==> src/rtl/fifo_burst_reader_if.sv <==
// Valid/ready output stream of the FIFO burst reader.
interface fifo_burst_reader_if #(
    parameter int DATA_WIDTH = 8
);
    logic [DATA_WIDTH-1:0] m_data;
    logic                  m_valid;
    logic                  m_ready;
    logic                  m_last;

    modport master (output m_data, output m_valid, output m_last, input m_ready);
    modport slave  (input m_data, input m_valid, input m_last, output m_ready);
endinterface

==> src/rtl/fifo_burst_reader.sv <==
// Drain stage for the synchronous FIFO: pulls bursts of up to BURST_LEN words
// on threshold or idle timeout and replays them on a valid/ready stream with a
// per-burst last marker. A 2-entry skid buffer absorbs the 1-cycle read latency.
module fifo_burst_reader #(
    parameter int  DATA_WIDTH = 8,
    parameter int  FIFO_DEPTH = 16,
    parameter int  BURST_LEN  = 4,
    parameter int  TIMEOUT    = 64,
    localparam int CW         = $clog2(FIFO_DEPTH) + 1
) (
    input  logic                  clk,
    input  logic                  rst,
    input  logic                  empty,
    input  logic                  thr_trig,
    input  logic [CW-1:0]         count,
    input  logic [DATA_WIDTH-1:0] data_out,
    output logic                  rd,
    output logic                  busy,
    fifo_burst_reader_if.master   m
);
    localparam int TW = $clog2(TIMEOUT);

    typedef enum logic [1:0] {IDLE, BURST, DRAIN} state_t;

    state_t                state, state_nxt;
    logic [CW-1:0]         beats_left, beats_nxt;
    logic [TW-1:0]         tmo_cnt, tmo_nxt;
    logic                  inflight, inflight_last;
    logic [1:0]            occ;
    logic [DATA_WIDTH-1:0] d0, d1;
    logic                  l0, l1;
    logic                  pop;
    logic [CW-1:0]         burst_len;
    logic [2:0]            slots;

    // Length captured at burst start; later upstream writes do not extend it.
    assign burst_len = (count > CW'(BURST_LEN)) ? CW'(BURST_LEN) : count;

    assign m.m_valid = (occ != 2'd0);
    assign m.m_data  = d0;
    assign m.m_last  = l0;
    assign pop       = (occ != 2'd0) && m.m_ready;
    assign busy      = (state != IDLE);

    // Buffer occupancy after this cycle, counting the word already in flight.
    assign slots = {1'b0, occ} + {2'b00, inflight} - {2'b00, pop};

    // Next-state, burst bookkeeping and the read strobe.
    always_comb begin
        state_nxt = state;
        beats_nxt = beats_left;
        tmo_nxt   = tmo_cnt;
        rd        = 1'b0;
        case (state)
            IDLE: begin
                if (thr_trig) begin
                    state_nxt = BURST;
                    beats_nxt = burst_len;
                    tmo_nxt   = '0;
                end else if (!empty) begin
                    // The cycle on which the counter would reach TIMEOUT-1
                    // launches the flush burst.
                    if (tmo_cnt == TW'(TIMEOUT - 2)) begin
                        state_nxt = BURST;
                        beats_nxt = burst_len;
                        tmo_nxt   = '0;
                    end else begin
                        tmo_nxt = tmo_cnt + TW'(1);
                    end
                end else begin
                    tmo_nxt = '0;
                end
            end
            BURST: begin
                if (beats_left == '0) begin
                    state_nxt = DRAIN;
                end else if (!empty && slots < 3'd2) begin
                    // empty with beats left is an upstream protocol error:
                    // hold here without reading.
                    rd        = 1'b1;
                    beats_nxt = beats_left - CW'(1);
                    if (beats_left == CW'(1)) state_nxt = DRAIN;
                end
            end
            DRAIN: begin
                if (!inflight && (occ == 2'd0 || (occ == 2'd1 && pop)))
                    state_nxt = IDLE;
            end
            default: state_nxt = IDLE;
        endcase
    end

    // FSM, burst counter and timeout counter registers.
    always_ff @(posedge clk or posedge rst) begin
        if (rst) begin
            state      <= IDLE;
            beats_left <= '0;
            tmo_cnt    <= '0;
        end else begin
            state      <= state_nxt;
            beats_left <= beats_nxt;
            tmo_cnt    <= tmo_nxt;
        end
    end

    // Read-latency tracker: data_out is valid the cycle after rd, with its tag.
    always_ff @(posedge clk or posedge rst) begin
        if (rst) begin
            inflight      <= 1'b0;
            inflight_last <= 1'b0;
        end else begin
            inflight      <= rd;
            inflight_last <= rd && (beats_left == CW'(1));
        end
    end

    // Two-entry in-order skid buffer; head entry d0/l0 drives the stream.
    always_ff @(posedge clk or posedge rst) begin
        if (rst) begin
            occ <= 2'd0;
            d0  <= '0;
            d1  <= '0;
            l0  <= 1'b0;
            l1  <= 1'b0;
        end else begin
            case ({inflight, pop})
                2'b10: begin
                    if (occ == 2'd0) begin
                        d0 <= data_out;
                        l0 <= inflight_last;
                    end else begin
                        d1 <= data_out;
                        l1 <= inflight_last;
                    end
                    occ <= occ + 2'd1;
                end
                2'b01: begin
                    d0  <= d1;
                    l0  <= l1;
                    occ <= occ - 2'd1;
                end
                2'b11: begin
                    if (occ == 2'd1) begin
                        d0 <= data_out;
                        l0 <= inflight_last;
                    end else begin
                        d0 <= d1;
                        l0 <= l1;
                        d1 <= data_out;
                        l1 <= inflight_last;
                    end
                end
                default: ;
            endcase
        end
    end
endmodule

==> src/flat_wrapper.sv <==
// flat-port wrapper written by rule: the top's interface ports become plain ports
module fifo_burst_reader_flat 
#(
    parameter int  DATA_WIDTH = 8,
    parameter int  FIFO_DEPTH = 16,
    parameter int  BURST_LEN  = 4,
    parameter int  TIMEOUT    = 64,
    localparam int CW         = $clog2(FIFO_DEPTH) + 1
)
  (clk, rst, empty, thr_trig, count, data_out, rd, busy, m_m_data, m_m_valid, m_m_last, m_m_ready);
  fifo_burst_reader_if #(.DATA_WIDTH(DATA_WIDTH)) m_i ();
  input  logic clk;
  input  logic rst;
  input  logic empty;
  input  logic thr_trig;
  input  logic [CW-1:0] count;
  input  logic [DATA_WIDTH-1:0] data_out;
  output logic rd;
  output logic busy;
  output wire logic [$bits(m_i.m_data)-1:0] m_m_data;
  output wire logic [$bits(m_i.m_valid)-1:0] m_m_valid;
  output wire logic [$bits(m_i.m_last)-1:0] m_m_last;
  input wire logic [$bits(m_i.m_ready)-1:0] m_m_ready;
  assign m_m_data = m_i.m_data;
  assign m_m_valid = m_i.m_valid;
  assign m_m_last = m_i.m_last;
  assign m_i.m_ready = m_m_ready;
  fifo_burst_reader #(.DATA_WIDTH(DATA_WIDTH), .FIFO_DEPTH(FIFO_DEPTH), .BURST_LEN(BURST_LEN), .TIMEOUT(TIMEOUT)) u_core (.clk(clk), .rst(rst), .empty(empty), .thr_trig(thr_trig), .count(count), .data_out(data_out), .rd(rd), .busy(busy), .m(m_i));
endmodule
==> config.mk <==
export PLATFORM = sky130hd
export DESIGN_NAME = fifo_burst_reader_flat
export DESIGN_NICKNAME = d
export VERILOG_FILES = /design/src/rtl/fifo_burst_reader_if.sv /design/src/rtl/fifo_burst_reader.sv /design/src/flat_wrapper.sv
export SDC_FILE = /design/constraint.sdc
export NUM_CORES = 1
export LEC_CHECK = 0
export CORE_MARGIN = 2
export CORE_UTILIZATION = 50
export CTS_CLUSTER_DIAMETER = 60
export CTS_CLUSTER_SIZE = 28
export DETAILED_ROUTE_END_ITERATION = 8
export PLACE_DENSITY = 0.75
export SLEW_MARGIN = 15
export SYNTH_ARGS = -nofsm -noshare
export SYNTH_HDL_FRONTEND = slang
export SYNTH_SLANG_ARGS = --single-unit
export TNS_END_PERCENT = 100
==> constraint.sdc <==
create_clock -name clk -period 5.05 [get_ports clk]
set_input_delay 1.515 -clock clk [delete_from_list [all_inputs] [get_ports clk]]
set_output_delay 1.515 -clock clk [all_outputs]
set_load 0.01 [all_outputs]
==> run_1/pins.png <==
Pins as bars across the die edge, other pins in gray.
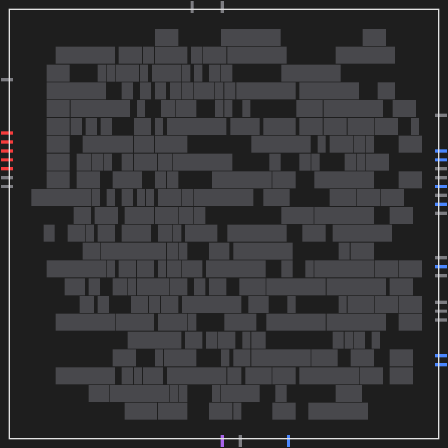
- red: count (pins 5; direction input; edge west)
- purple: m_m_ready (pins 1; direction input; edge south)
- blue: data_out (pins 8; direction input; edge 7 east, 1 south)

==> run_1/drive_strength.png <==
The bar under the picture is 20 um long.
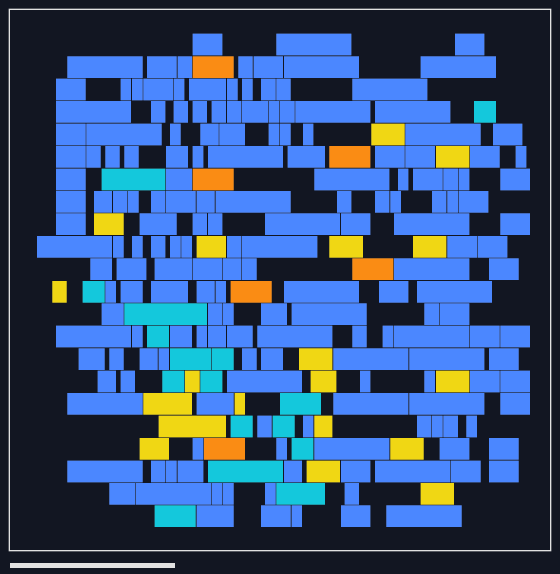
- cyan: drive 3 to 4 (cells 16; most used buf_4)
- orange: drive 6 and up (cells 6; most used clkbuf_8)
- blue: drive 1 or less (cells 181; most used dfrtp_1)
- yellow: drive 2 (cells 19; most used mux2_2)
final instance area: 2410 um2
Area growth, synth to finish: 28.0%
Final WS setup: 0.218 ns

==> results.cfg, run 1 <==
; generated from flow reports
[status]
status = complete, no violations

[grt]
grtUsageMet3_pct = 4.28
antenna_found_initial = 0
use_met2_pct = 34.6
grt_usage_pct = 19.9

[logic_synthesis]
synthXorXnorAreaFrac_pct = 1.86
yosys_warnings = 0
edf_count = 0
yosys.area.top_type = dfrtp_1
ys_top_cells_by_count = dfrtp_1 (35), nand2_1 (20), o21ai_0 (15)
synthMuxAreaShare_pct = 10.7
ys.flops = 35

[finish]
drive_gt1_share_pct = 18.5
fill_cells = 300
nNonClkInverters = 12
final_core_util_pct = 66.4
final_common_cell = dfrtp_1
n_all_buffers = 38

[timing]
hold_viol = 0
slew_violations = 0
period_minus_slack_ns = 4.83

[min_path]
hold_end = u_core.m.m_data[7]

[routing]
vias_per_cell = 5.47

[setup_path]
critPathBufInv = 3
rr_endpoint = u_core.beats_left[3]
path_cells = dlygate4sd2_1, nor2b_4, inv_2, ha_4, nand2b_4, fa_2, nand2b_4, a2111oi_4, buf_2
ff2ff_path_depth = 12
r2r_start = u_core.occ[1]

[power]
powerClk_mw = 0.203
power.share.switching_pct = 36.9

[place]
io_buffers = 29

[clock_network]
cts_setup_buffers = 0
clk_pin_slew_ns = 0.07
numCtsBuffers = 5
cts.path.max_buffers = 2

[die]
rows = 22
die_w_um = 65.4
pin_count = 30
tap_cells = 48
==> run_1/final_clocks.png <==
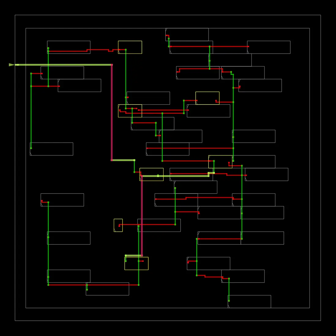
clock sinks: 35
num sequential: 35
count of clock buffers in the final design: 6
Clock Latency Late Sink: 0.28 ns

==> run_1/clock_map.png <==
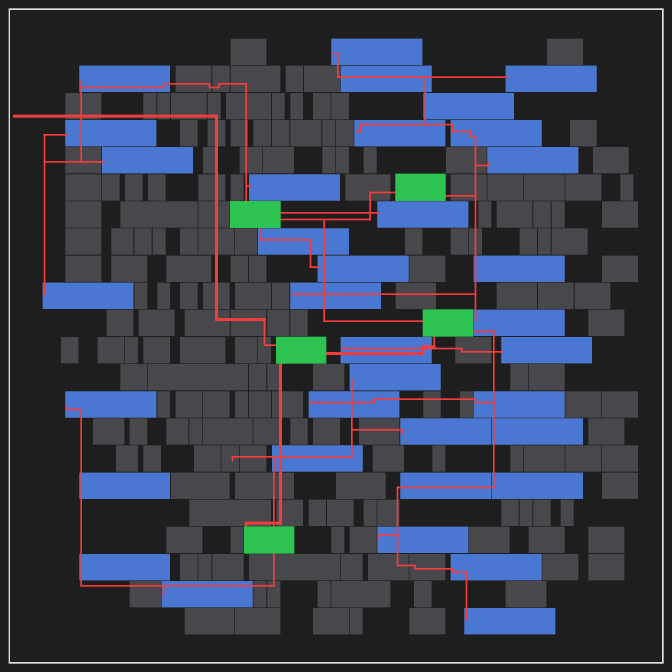

==> run 2, diff against run 1 <==
- CORE_MARGIN: 2 -> 10
- GPL_ROUTABILITY_DRIVEN: unset -> 0
==> run_2/clock_map.png <==
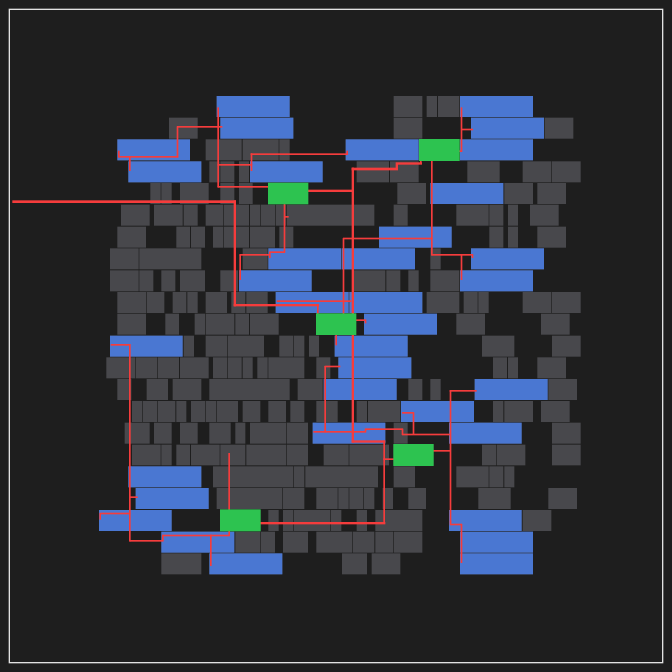
- blue: flip-flops (count 35)
- red: clock wires (length 413 um)
- green: cells driving clock nets (count 5)
- routed clock nets: 6
Clk. pwr: 0.247 mW
Clk pwr share: 18.0%
clk_skew: 0.00491 ns
Clock Latency Late Sink: 0.29 ns

==> run 2 against run 1 <==
First-iteration DRC count decreased by 13%; synthesized cell count is the same; via count increased by 3.0%; cell area grew 1.8%; sequential power up 1%; wire length grew 7.7%; flip-flop count stayed put; sequential share of layout area is 0.65 points lower; non-clock buffer count rose by 1; worst setup slack got worse by 0.082 ns; fmax decreased by 1.7%.
==> results.cfg, run 2 <==
; generated from flow reports
[power]
power.share.switching_pct = 36.5
peakVddDrop_v = 0.000375
combinationalPowerShare_pct = 47.1
p_seq_mw = 0.480
p_per_area_nw_per_um2 = 560

[setup_path]
ff2ff_path_depth = 12
criticalPathCategory = in2out
r2r_start = u_core.occ[1]
cp.required_ns = 3.54
start_kind = primary input
reg2reg_slack_ns = 1.88
rr_endpoint = u_core.beats_left[3]
path_cells = dlygate4sd2_1, nor2b_4, inv_2, ha_4, nand2b_4, fa_2, xor2_4, a2111oi_4, buf_2
critPathLaunch = m_m_ready
crit_path_max_fanout = 2
critPathBufInv = 3

[finish]
clock_buffers = 5
register_area_um2 = 876
clk_share_pct = 4.59
drive_gt1_share_pct = 19.2
ff_count = 35
comb_cells = 130
n_all_buffers = 39
nNonClkInverters = 12
fill_cells = 277
final_common_cell = dfrtp_1
final_core_util_pct = 67.1
finalNonFillerCells = 272
finalNetCount = 250
fin_area_um2 = 2450
area_growth_pct = 30.3
mostFrequentLayoutCells = dfrtp_1 (35), clkdlybuf4s50_1 (27), nand2_1 (20), o21ai_0 (15), inv_1 (11)

[logic_synthesis]
edf_count = 0
aoi_share_pct = 16.7
synthMuxAreaShare_pct = 10.7
synthXorXnorAreaFrac_pct = 1.86
ys_cells = 179
ys_top_cells_by_count = dfrtp_1 (35), nand2_1 (20), o21ai_0 (15)
ys_area_um2 = 1880
top_cell_area_share_pct = 46.5
yosys.area.top_type = dfrtp_1
top_cell = dfrtp_1
yosys_warnings = 0
netlist-cell-type-count = 40
ys.flops = 35

[clock_network]
clock_tree.root_cell = clkbuf_8
cts_setup_buffers = 1
clk_pin_slew_ns = 0.07
clock_sinks = 35
cts.path.max_buffers = 2
numCtsBuffers = 5

[die]
die_w_um = 81.4
rows = 22
floorplanUtilization_pct = 51.5
pin_count = 30
tap_cells = 48

[timing]
worst_pin_slew_ns = 0.653
period_minus_slack_ns = 4.91
slew_violations = 0
hold_viol = 0
max_freq_ghz = 0.204
fin_ws_ns = 0.136
tns_ns = 0

[grt]
use_met2_pct = 21.5
grtUsageMet3_pct = 5.30
grt_usage_pct = 13.7
grtUsageMet1_pct = 16.7
antenna_found_initial = 0

[min_path]
hold_end = u_core.m.m_data[0]
whs_path_depth = 2
hold_class = reg2reg

[routing]
vias_per_cell = 5.59
first_iter_violations = 72
dr.pass1.iters = 4

[status]
status = complete, no violations

[place]
io_buffers = 29
No activity file was given, so power comes from the tool's default toggle rates.
